### src/rtl/mem_arbiter.sv
// Single-port memory arbiter: shares one valid/ready bus between IF fetch and MEM load/store.
// Optional feature macro ARB_TIMEOUT_EN adds a bus wait timeout with a sticky buserr flag.
module mem_arbiter #(
    parameter int unsigned TIMEOUT = 255
) (
    input  logic        clk,
    input  logic        reset,
    input  logic        ifreq,
    input  logic [31:0] ifaddr,
    output logic        ifready,
    output logic [31:0] ifrdata,
    input  logic        dreq,
    input  logic        dwe,
    input  logic [31:0] daddr,
    input  logic [31:0] dwdata,
    input  logic [3:0]  dbe,
    output logic        dready,
    output logic [31:0] drdata,
    output logic        bus_valid,
    output logic        bus_we,
    output logic [31:0] bus_addr,
    output logic [31:0] bus_wdata,
    output logic [3:0]  bus_be,
    input  logic        bus_ready,
    input  logic [31:0] bus_rdata,
    output logic        buserr
);

    localparam logic [31:0] NopInsn = 32'h0000_0013;

    typedef enum logic [2:0] {StIdle, StIacc, StDacc, StIdone, StDdone} state_e;

    state_e      state_q, state_d;
    logic        bus_we_q, bus_we_d;
    logic [31:0] bus_addr_q, bus_addr_d;
    logic [31:0] bus_wdata_q, bus_wdata_d;
    logic [3:0]  bus_be_q, bus_be_d;
    logic [31:0] ifrdata_q, ifrdata_d;
    logic [31:0] drdata_q, drdata_d;

    logic load_i, load_d;
    logic cap_i, cap_d;
    logic abort_i, abort_d;
    logic in_acc;
    logic timeout_hit;

    assign in_acc = (state_q == StIacc) || (state_q == StDacc);

    always_comb begin
        state_d = state_q;
        load_i  = 1'b0;
        load_d  = 1'b0;
        cap_i   = 1'b0;
        cap_d   = 1'b0;
        abort_i = 1'b0;
        abort_d = 1'b0;
        unique case (state_q)
            StIdle: begin
                // Data wins: it belongs to the older instruction in the pipe.
                if (dreq) begin
                    state_d = StDacc;
                    load_d  = 1'b1;
                end else if (ifreq) begin
                    state_d = StIacc;
                    load_i  = 1'b1;
                end
            end
            StIacc: begin
                if (bus_ready) begin
                    state_d = StIdone;
                    cap_i   = 1'b1;
                end else if (timeout_hit) begin
                    state_d = StIdone;
                    abort_i = 1'b1;
                end
            end
            StDacc: begin
                if (bus_ready) begin
                    state_d = StDdone;
                    cap_d   = 1'b1;
                end else if (timeout_hit) begin
                    state_d = StDdone;
                    abort_d = 1'b1;
                end
            end
            StIdone: begin
                if (dreq) begin
                    state_d = StDacc;
                    load_d  = 1'b1;
                end else begin
                    state_d = StIdle;
                end
            end
            StDdone: begin
                // Fetch goes next so a stream of data accesses cannot starve IF.
                if (ifreq) begin
                    state_d = StIacc;
                    load_i  = 1'b1;
                end else begin
                    state_d = StIdle;
                end
            end
            default: state_d = StIdle;
        endcase
    end

    always_comb begin
        bus_we_d    = bus_we_q;
        bus_addr_d  = bus_addr_q;
        bus_wdata_d = bus_wdata_q;
        bus_be_d    = bus_be_q;
        if (load_d) begin
            bus_we_d    = dwe;
            bus_addr_d  = daddr;
            bus_wdata_d = dwdata;
            bus_be_d    = dwe ? dbe : 4'hF;
        end else if (load_i) begin
            bus_we_d    = 1'b0;
            bus_addr_d  = ifaddr;
            bus_wdata_d = 32'h0;
            bus_be_d    = 4'hF;
        end
    end

    always_comb begin
        ifrdata_d = ifrdata_q;
        drdata_d  = drdata_q;
        if (cap_i) begin
            ifrdata_d = bus_rdata;
        end else if (abort_i) begin
            ifrdata_d = NopInsn;
        end
        if (cap_d && !bus_we_q) begin
            drdata_d = bus_rdata;
        end else if (abort_d && !bus_we_q) begin
            drdata_d = 32'h0;
        end
    end

    always_ff @(posedge clk) begin
        if (reset) begin
            state_q     <= StIdle;
            bus_we_q    <= 1'b0;
            bus_addr_q  <= 32'h0;
            bus_wdata_q <= 32'h0;
            bus_be_q    <= 4'h0;
            ifrdata_q   <= 32'h0;
            drdata_q    <= 32'h0;
        end else begin
            state_q     <= state_d;
            bus_we_q    <= bus_we_d;
            bus_addr_q  <= bus_addr_d;
            bus_wdata_q <= bus_wdata_d;
            bus_be_q    <= bus_be_d;
            ifrdata_q   <= ifrdata_d;
            drdata_q    <= drdata_d;
        end
    end

`ifdef ARB_TIMEOUT_EN
    localparam int unsigned CntW = (TIMEOUT > 0) ? $clog2(TIMEOUT + 1) : 1;

    logic [CntW-1:0] wait_cnt_q, wait_cnt_d;
    logic            buserr_q, buserr_d;

    // Abort on the TIMEOUT-th consecutive cycle without bus_ready.
    assign timeout_hit = ((32'(wait_cnt_q) + 32'd1) >= TIMEOUT);

    always_comb begin
        wait_cnt_d = wait_cnt_q;
        if (load_i || load_d) begin
            wait_cnt_d = '0;
        end else if (in_acc && !bus_ready) begin
            wait_cnt_d = wait_cnt_q + CntW'(1);
        end
        buserr_d = buserr_q | abort_i | abort_d;
    end

    always_ff @(posedge clk) begin
        if (reset) begin
            wait_cnt_q <= '0;
            buserr_q   <= 1'b0;
        end else begin
            wait_cnt_q <= wait_cnt_d;
            buserr_q   <= buserr_d;
        end
    end

    assign buserr = buserr_q;
`else
    logic [31:0] unused_timeout;

    assign unused_timeout = TIMEOUT;
    assign timeout_hit    = 1'b0;
    assign buserr         = 1'b0;
`endif

    assign bus_valid = in_acc;
    assign bus_we    = bus_we_q;
    assign bus_addr  = bus_addr_q;
    assign bus_wdata = bus_wdata_q;
    assign bus_be    = bus_be_q;
    assign ifready   = (state_q == StIdone);
    assign dready    = (state_q == StDdone);
    assign ifrdata   = ifrdata_q;
    assign drdata    = drdata_q;

endmodule

### config.mk
export PLATFORM = sky130hd
export DESIGN_NAME = mem_arbiter
export DESIGN_NICKNAME = d
export VERILOG_FILES = /design/src/rtl/mem_arbiter.sv
export SDC_FILE = /design/constraint.sdc
export NUM_CORES = 1
export LEC_CHECK = 0
export CAP_MARGIN = 20
export CORE_MARGIN = 4
export CORE_UTILIZATION = 37
export DETAILED_ROUTE_END_ITERATION = 7
export PLACE_DENSITY = 0.77
export REMOVE_ABC_BUFFERS = 1
export SETUP_SLACK_MARGIN = 0.2
export SYNTH_ARGS = -nofsm -noshare
export SYNTH_HDL_FRONTEND = slang
export SYNTH_SLANG_ARGS = --single-unit
### constraint.sdc
create_clock -name clk -period 1.4 [get_ports clk]
set_input_delay 0.21 -clock clk [delete_from_list [all_inputs] [get_ports clk]]
set_output_delay 0.21 -clock clk [all_outputs]
set_load 0.05 [all_outputs]
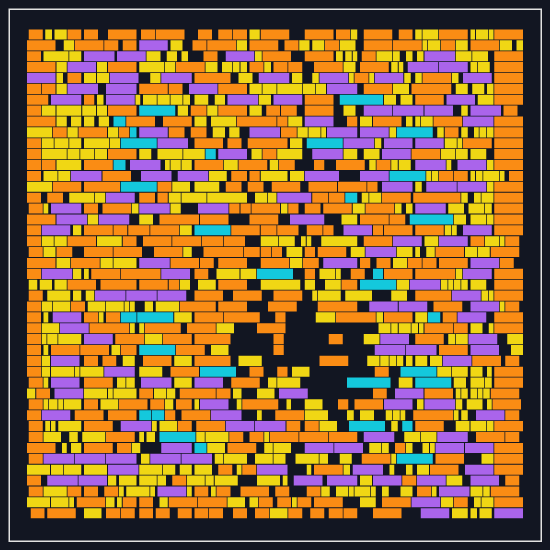
**Above:** run 1 (cell classes on the final placement).
Scale: 4 px per µm.
Key: remaining buffers and delay cells = orange [cells 381]; remaining logic cells = yellow [cells 459]; registers = purple [cells 136]; clock drivers and dummy loads = cyan [cells 32]
flop share of the area: 21.0%
Core Util, Final: 88.1%

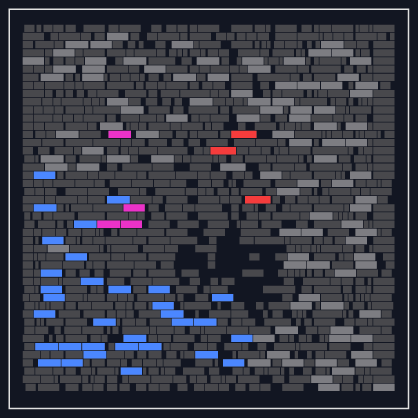
**Above:** run 1 (sequential cells colored by netlist name).
Scale: 3 px per µm. Other sequential cells in the stronger gray, the rest of the logic in the fainter gray.
Key: bus_addr = blue [flops 32]; state_q = red [flops 3]; bus_be = magenta [flops 4]
Another 97 sequential cells are not colored.
power attributed to sequential cells: 4.50 mW
sequential cell area: 2810 µm²

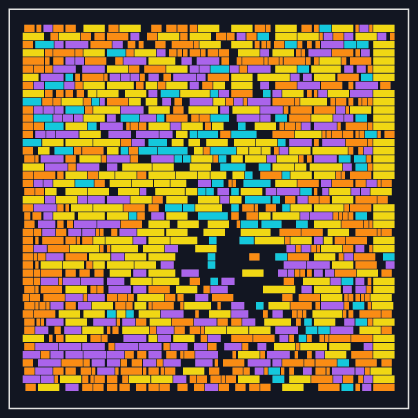
**Above:** run 1 (cells by drive strength).
Scale: 3 px per µm.
Key: x3 and x4 = cyan [cells 89, most used nand2_4]; x6 and larger = yellow [cells 246, most used buf_12]; x1 and smaller = orange [cells 451, most used clkdlybuf4s50_1]; x2 = purple [cells 222, most used a21oi_2]
post-synthesis to final-layout area growth: 133%
post-route setup slack: -281 ps
count of non-CTS buffers in the layout: 381
post-route standard cell area excluding fillers: 13400 µm²

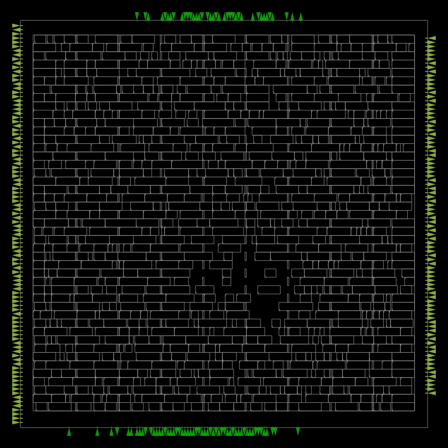
**Above:** run 1 (cell placement).
num sequential: 136
Final Non-Filler Cells: 1198
row count: 45
# fillers: 623

==> qor.json, run 1 <==
{
  "setup_path": {
    "crit_path_launch_type": "flip-flop",
    "critPathTopFamily": "AND-OR/OR-AND gates",
    "worst_setup_path_end_kind": "flip-flop",
    "worstSetupStartpoint": "state_q[2]",
    "regToRegSetupSlack_ps": -280,
    "critical_path_peak_fanout": 33,
    "critical_path_required_ps": 1690,
    "timing.rr.end": "drdata[2]",
    "critPathCapture": "drdata[2]",
    "cp_peak_stage_delay_ps": 360
  },
  "timing": {
    "setup_total_negative_slack_ps": -17780,
    "final-setup-viol-count": 136,
    "final.period_utilization_pct": 120,
    "period_minus_slack_ps": 1680,
    "postLayoutSetupSlackWorst_ps": -281,
    "maxClockFrequency_ghz": 0.595
  },
  "logic_synthesis": {
    "ys_chip_area_um2": 5740,
    "ys_sh_simple_pct": 17.8,
    "synth.ff_latch_count": 136,
    "synthCells": 675,
    "yosys.cell_count.top_type": "sky130_fd_sc_hd__dfxtp_1",
    "syn-cell-area_um2": 5740,
    "area_leaders": "sky130_fd_sc_hd__dfxtp_1, sky130_fd_sc_hd__a21oi_1, sky130_fd_sc_hd__nand3_1",
    "yosys.stat.seqShare_pct": 47.4,
    "netlist.top_cell.by_area": "sky130_fd_sc_hd__dfxtp_1",
    "top_cell_area_share_pct": 47.4
  },
  "die": {
    "dieArea_um2": 17600,
    "core_region_area_um2": 15200
  },
  "place": {
    "placed_cells": 1109,
    "dp_hpwl_mm": 15.5
  },
  "grt": {
    "largest_net_degree_at_the_start_of_global_routing": 37,
    "first_pass_grt_wire_length_mm": 38.2,
    "antenna_found_initial": 3
  },
  "status": {
    "run_status": "complete, but fails checks",
    "violations": "setup timing"
  },
  "cts": {
    "cts.root.buffer_cell": "sky130_fd_sc_hd__clkbuf_16",
    "cts_repair_resize_count": 106,
    "cts.reportedPaths.clkPinSlew_ps": 60,
    "cts_setup_buffers": 18,
    "cts-buffers-inserted": 17
  },
  "hold_path": {
    "min_from": "reset"
  },
  "power_and_ir_drop": {
    "power.clock.total_mw": 4.82,
    "powerDensity_nw_per_um2": 1110
  },
  "drt": {
    "detailroute.wirelength.met3_mm": 3.10,
    "wl_mm": 33.0,
    "top_layer": "met5",
    "drt-initial-drc-count": 616,
    "vias": 7340
  },
  "cells_and_area": {
    "mostFrequentLayoutCell": "sky130_fd_sc_hd__buf_12",
    "most-common-layout-cells": "sky130_fd_sc_hd__buf_12, sky130_fd_sc_hd__clkdlybuf4s50_1, sky130_fd_sc_hd__dfxtp_1, sky130_fd_sc_hd__a21oi_2, sky130_fd_sc_hd__dfxtp_2"
  }
}
-- run 1: cell type report --
cell class,instances,area share (%)
Antenna cell,2,0.0374
Clock buffer,17,3.18
Inverter,6,0.205
Sequential cell,136,21.0
Multi-Input combinational cell,453,28.6
Clock inverter,15,1.42
Timing Repair Buffer,381,43.8
Tap cell,188,1.76
-- run 1: metrics by stage --
stage | power (mW) | setup WS, ps | hold WS (ps) | area, µm² | utilization (%)
global placement | 8.50 | -305 | 479 | 10400 | 68.6
floorplan | 6.15 | -2900 | 279 | 5390 | -
finish | 14.8 | -281 | 194 | 13400 | 88.1
detailed placement | 8.55 | -339 | 484 | 10400 | 68.6
CTS | 13.8 | -181 | 150 | 11900 | 78.6
global route | 15.2 | -333 | 201 | 13400 | 88.1
**Run 1: M3 wires**

Scale: 2 px per µm.
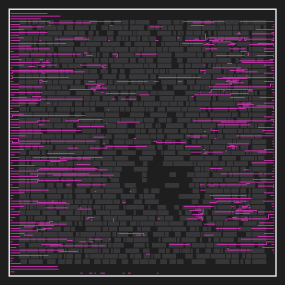

==> run 2: changes to the inputs <==
- PLACE_DENSITY: 0.77 -> 0.79
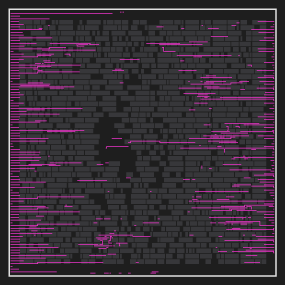
**Above:** run 2 (M3 wires).
Scale: 2 px per µm.
The layer holds 9.3% of the routed length. The wires run mostly horizontal. The layer carries 2820 µm of wire. 271 nets have wire on it.
aggregate routed wire length: 30.4 mm
overall via count from detail_route: 7096
met3 Resource Use GR: 8.78%

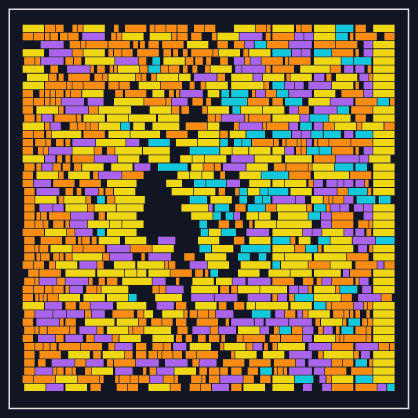
**Above:** run 2 (cells by drive strength).
Scale: 3 px per µm.
Key: x2 = purple [cells 177, most used dfxtp_2]; x3 and x4 = cyan [cells 83, most used nand2_4]; x6 and larger = yellow [cells 246, most used buf_12]; x1 and smaller = orange [cells 497, most used clkdlybuf4s50_1]
post-synthesis to final-layout area growth: 132%
post-route standard cell area excluding fillers: 13300 µm²
post-route setup slack: -294 ps
count of non-CTS buffers in the layout: 376

==> run 2 against run 1 <==
Compared with the run above: the flow still finishes with violations (setup timing); global-route usage increased by 1.1 points; worst setup slack got worse by 12 ps; count of clock-buffer cells in the layout increased by 1; synthesized cell count unchanged; sequential power about the same; fmax decreased by 0.72%; first-iteration DRC count decreased by 1.8%; synthesized area unchanged; sequential share of layout area about the same; via count decreased by 3.3%; sequential cell count unchanged; final area decreased by 0.58%.
==> qor.json, run 2 <==
{
  "setup_path": {
    "timing.rr.end": "drdata[6]",
    "worstSetupStartpoint": "state_q[0]",
    "regToRegSetupSlack": {"value": -290, "unit": "ps", "change": "about the same"},
    "critPathCapture": "drdata[6]"
  },
  "grt": {
    "antenna_found_initial": {"value": 0, "change": "-3"}
  },
  "cts": {
    "cts.reportedPaths.clkPinSlew": {"value": 60, "unit": "ps", "change": "about the same"},
    "cts_setup_buffers": {"value": 34, "change": "+16"},
    "cts-buffers-inserted": {"value": 17, "change": "unchanged"}
  },
  "cells_and_area": {
    "final_core_util": {"value": 87.6, "unit": "%", "change": "-0.51 points"},
    "clock_cell_area_share": {"value": 4.70, "unit": "%", "change": "+0.10 points"},
    "design.seq.count": {"value": 136, "change": "unchanged"},
    "seq_area_share": {"value": 21.0, "unit": "%", "change": "about the same"},
    "nFillCells": {"value": 645, "change": "+3.5%"},
    "dominant_cells": "buffers"
  },
  "status": {
    "violations": "setup timing",
    "run_status": "complete, but fails checks"
  },
  "logic_synthesis": {
    "synth.ff_latch_count": {"value": 136, "change": "unchanged"},
    "netlist.top_cell.by_area": "sky130_fd_sc_hd__dfxtp_1",
    "ys_sh_simple": {"value": 17.8, "unit": "%", "change": "unchanged"},
    "yosys.cell_count.top_type": "sky130_fd_sc_hd__dfxtp_1",
    "syn-cell-area": {"value": 5740, "unit": "µm²", "change": "unchanged"},
    "yosys.stat.seqShare": {"value": 47.4, "unit": "%", "change": "unchanged"}
  },
  "drt": {
    "top_layer": "met4"
  },
  "die": {
    "core_region_area": {"value": 15200, "unit": "µm²", "change": "unchanged"},
    "std_cell_rows": {"value": 45, "change": "unchanged"}
  },
  "timing": {
    "hold_ws": {"value": 181, "unit": "ps", "change": "-13.1 ps"},
    "postLayoutSetupSlackWorst": {"value": -294, "unit": "ps", "change": "-12.2 ps"},
    "final-setup-viol-count": {"value": 137, "change": "+0.74%"}
  }
}
-- run 2: cell types whose count changed in the layout (fill, tap and decap cells not counted), sizes merged --
| cell | previous run | this run |
|---|---|---|
| clkbuf | 28 | 24 |
| inv | 12 | 9 |
| clkinv | 3 | 4 |
| bufbuf | 1 | 2 |
| diode | 2 | 0 |
| bufinv | 3 | 4 |
| buf | 233 | 232 |
-- run 2: worst max-delay path: stages (launching register included) --
cell                        delay [ps]
sky130_fd_sc_hd__dfxtp_2           320
sky130_fd_sc_hd__buf_12            140
sky130_fd_sc_hd__buf_8             130
sky130_fd_sc_hd__buf_6             120
sky130_fd_sc_hd__nand4bb_4         210
sky130_fd_sc_hd__bufbuf_16         310
sky130_fd_sc_hd__o21ai_0           230
sky130_fd_sc_hd__a21oi_1           110
Power is estimated from default activity; no workload was simulated.
